--- config.mk ---
export PLATFORM = sky130hd
export DESIGN_NAME = repetition_encoder_tx
export DESIGN_NICKNAME = d
export VERILOG_FILES = /design/src/rtl/repetition_encoder_tx.sv
export SDC_FILE = /design/constraint.sdc
export NUM_CORES = 1
export LEC_CHECK = 0
export ABC_AREA = 1
export ABC_CLOCK_PERIOD_IN_PS = 2000
export CAP_MARGIN = 20
export CORE_MARGIN = 5
export CORE_UTILIZATION = 51
export DETAILED_ROUTE_END_ITERATION = 10
export HOLD_SLACK_MARGIN = 0.08
export PLACE_DENSITY = 0.85
export SLEW_MARGIN = 20
export SYNTH_ARGS = -nofsm -noshare
export SYNTH_HDL_FRONTEND = slang
export SYNTH_SLANG_ARGS = --single-unit
export TNS_END_PERCENT = 30
--- constraint.sdc ---
create_clock -name clk -period 2 [get_ports clk]
set_clock_uncertainty 0.15 [all_clocks]
set_input_delay 0.2 -clock clk [delete_from_list [all_inputs] [get_ports clk]]
set_output_delay 0.2 -clock clk [all_outputs]
set_load 0.02 [all_outputs]
--- src/rtl/repetition_encoder_tx.sv ---
// Repetition-coded serial transmitter: LSB-first frame with a start symbol, each symbol held REP cycles.
// Optional even-parity symbol after the data bits when PARITY_EN is defined.
module repetition_encoder_tx #(
  parameter int DATA_W  = 8,
  parameter int REP     = 5,
  parameter int GAP_CYC = 2
) (
  input  logic              clk,
  input  logic              rst,
  input  logic [DATA_W-1:0] data_in,
  input  logic              data_valid,
  output logic              data_ready,
  output logic              ser_out,
  output logic              ser_valid,
  output logic              busy,
  output logic              frame_done,
  output logic [2:0]        dbg_state
);

  localparam int RW = $clog2(REP + 1);
  localparam int BW = (DATA_W > 1) ? $clog2(DATA_W) : 1;
  localparam int GW = (GAP_CYC > 1) ? $clog2(GAP_CYC) : 1;

  typedef enum logic [2:0] {
    S_IDLE   = 3'd0,
    S_START  = 3'd1,
    S_DATA   = 3'd2,
`ifdef PARITY_EN
    S_PARITY = 3'd3,
`endif
    S_GAP    = 3'd4
  } state_t;

  state_t            r_state;
  logic [DATA_W-1:0] r_shift;
  logic [RW-1:0]     r_rep;
  logic [BW-1:0]     r_bit;
  logic [GW-1:0]     r_gap;
  logic              r_ser_out;
  logic              r_ser_valid;
  logic              r_frame_done;
`ifdef PARITY_EN
  logic              r_parity;
`endif

  logic              w_rep_last;
  logic              w_bit_last;
  logic              w_gap_last;
  logic              w_final;
  logic [DATA_W-1:0] w_shift_nxt;

  assign w_rep_last  = (r_rep == RW'(REP - 1));
  assign w_bit_last  = (r_bit == BW'(DATA_W - 1));
  assign w_gap_last  = (r_gap == GW'(GAP_CYC - 1));
  assign w_shift_nxt = r_shift >> 1;

  // The last cycle of the final symbol; the frame_done cycle follows it.
`ifdef PARITY_EN
  assign w_final = (r_state == S_PARITY) && w_rep_last;
`else
  assign w_final = (r_state == S_DATA) && w_rep_last && w_bit_last;
`endif

  always_ff @(posedge clk or posedge rst) begin
    if (rst) begin
      r_state      <= S_IDLE;
      r_shift      <= '0;
      r_rep        <= '0;
      r_bit        <= '0;
      r_gap        <= '0;
      r_ser_out    <= 1'b0;
      r_ser_valid  <= 1'b0;
      r_frame_done <= 1'b0;
`ifdef PARITY_EN
      r_parity     <= 1'b0;
`endif
    end else begin
      r_frame_done <= 1'b0;
      if (w_final) begin
        r_ser_out    <= 1'b0;
        r_ser_valid  <= 1'b0;
        r_frame_done <= 1'b1;
        r_gap        <= '0;
        r_state      <= (GAP_CYC == 0) ? S_IDLE : S_GAP;
      end else begin
        case (r_state)
          S_IDLE: begin
            if (data_valid) begin
              r_state     <= S_START;
              r_shift     <= data_in;
              r_rep       <= '0;
              r_ser_out   <= 1'b1;
              r_ser_valid <= 1'b1;
`ifdef PARITY_EN
              r_parity    <= ^data_in;
`endif
            end
          end
          S_START: begin
            if (w_rep_last) begin
              r_state   <= S_DATA;
              r_rep     <= '0;
              r_bit     <= '0;
              r_ser_out <= r_shift[0];
            end else begin
              r_rep <= r_rep + 1'b1;
            end
          end
          S_DATA: begin
            if (!w_rep_last) begin
              r_rep <= r_rep + 1'b1;
            end else if (!w_bit_last) begin
              r_rep     <= '0;
              r_bit     <= r_bit + 1'b1;
              r_shift   <= w_shift_nxt;
              r_ser_out <= w_shift_nxt[0];
            end else begin
`ifdef PARITY_EN
              r_state   <= S_PARITY;
              r_rep     <= '0;
              r_ser_out <= r_parity;
`endif
            end
          end
`ifdef PARITY_EN
          S_PARITY: begin
            r_rep <= r_rep + 1'b1;
          end
`endif
          S_GAP: begin
            if (w_gap_last) begin
              r_state <= S_IDLE;
            end else begin
              r_gap <= r_gap + 1'b1;
            end
          end
          default: r_state <= S_IDLE;
        endcase
      end
    end
  end

  // Handshake: a word transfers on a rising edge where data_valid && data_ready.
  assign data_ready = (r_state == S_IDLE) && !rst;
  assign busy       = (r_state != S_IDLE);
  assign ser_out    = r_ser_out;
  assign ser_valid  = r_ser_valid;
  assign frame_done = r_frame_done;
  assign dbg_state  = r_state;

endmodule

### Cell area per tile

Bar = 20 µm. The die is cut into 11 by 11 equal tiles; dark blue is low, red is high, 0 to 100% covered.
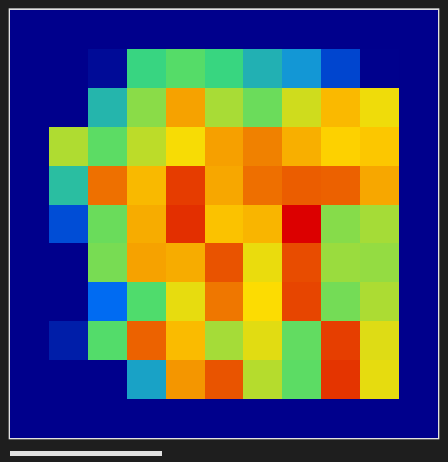
tiles over 75% full: 26%
densest ninth of the die: middle
fullest tile: 100%
nearly empty tiles: 39%
mean over tiles: 41%
emptiest ninth of the die: bottom left
post-layout util: 67.2%
FP Util: 55.1%
Core Area: 2000 µm²

### Cells by drive strength

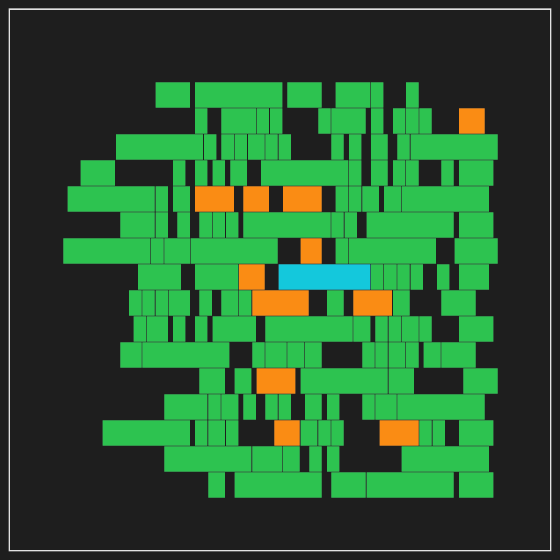
| color | size | cells | share |
|---|---|---|---|
| orange | drive 3 to 4 | 11 | 7.0% |
| cyan | drive 2 | 1 | 0.64% |
| green | drive 1 or less | 145 | 92% |
Worst Slack Setup Final: 0.159 ns
Layout area overhead: 22.0%
non-clock buffer count: 19

==> results_dict.tcl <==
# yosys + openroad results
set metrics [dict create \
    fmax_ghz 0.543 \
    remaining_drc_errors 0 \
    setup_viol 0 \
    nets 173 \
    ys_top_logic_family "simple AND/OR/NAND/NOR gates" \
    clkTransAtPathRegs_ns 0.12 \
    dr_wl_met3_um 121 \
    post_route_cells_drive_above_1_share_pct 7.64 \
    numSynthFlops 21 \
    ff_latch_area_um2 527 \
    drt-met1-wl_um 979 \
    cts_sinks 21 \
    rr_endpoint "ser_out$_DFFE_PP0P_" \
    synthArstFlopShare_pct 100 \
    top_cells_by_area "dfrtp_1, nand2_1, nand3_1" \
    worstPathCellList "nor2_4 > nand2_1 > nor2_1 > dlygate4sd2_1" \
    clock_latency_ns 0.30 \
    power.group.top "sequential cells" \
    seqPwrFrac_pct 59.4 \
    cts_buffers 3 \
    cts_tree "done" \
    use_met2_pct 28.9 \
    lay_top_count "nand2_1" \
    drt-total-wl_mm 2.24 \
    aoi_share_pct 7.15 \
    biggestCellCategory "flip-flops and latches" \
    synth_cells 135 \
    vias 969 \
    p_sw_uw 190 \
    rsz0062_at_grt "no" \
    cellPowerDensity_nw_per_um2 560 \
    num-multi-input-gates 99 \
    hp-class "input pin to asynchronous set/reset pin" \
    layout_top_cells "nand2_1, dfrtp_1, nand3_1, clkdlybuf4s50_1, inv_1" \
    fin_cells 184 \
    setup_tns_ns 0 \
    fin_crit_sh_pct 92.0 \
    wl_per_cell_um 12.2 \
    r2r_setup_slack_ns 0.31 \
    whs_ns 0.115 \
    post-cts-setup-buffer-count 0 \
    detail-route-antenna-nets 0 \
    firstDrtPassIters 7 \
    overflow 0 \
    highest_layer "met4" \
    ys_area_um2 1100 \
    synth_area_um2 1100 \
    combPwrFrac_pct 13.7 \
    outcome "completed" \
    synth.top_cells.by_count "nand2_1, dfrtp_1, nand3_1, inv_1, ha_1" \
    most_common_cell "nand2_1" \
    adder_share_pct 4.54 \
]
### Cell classes on the final placement

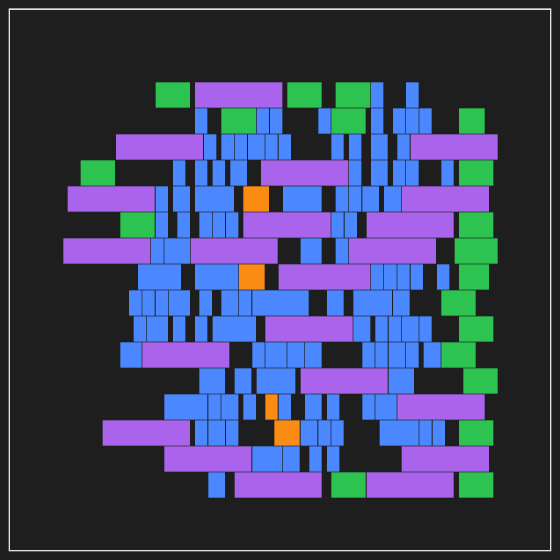
| color | class | cells |
|---|---|---|
| blue | all other logic | 113 |
| purple | flip-flops | 21 |
| green | other buffers and delay cells | 19 |
| orange | clock drivers and dummy loads | 4 |
Seq area share: 39.2%
num rows: 16
post-route cell area: 1350 µm²

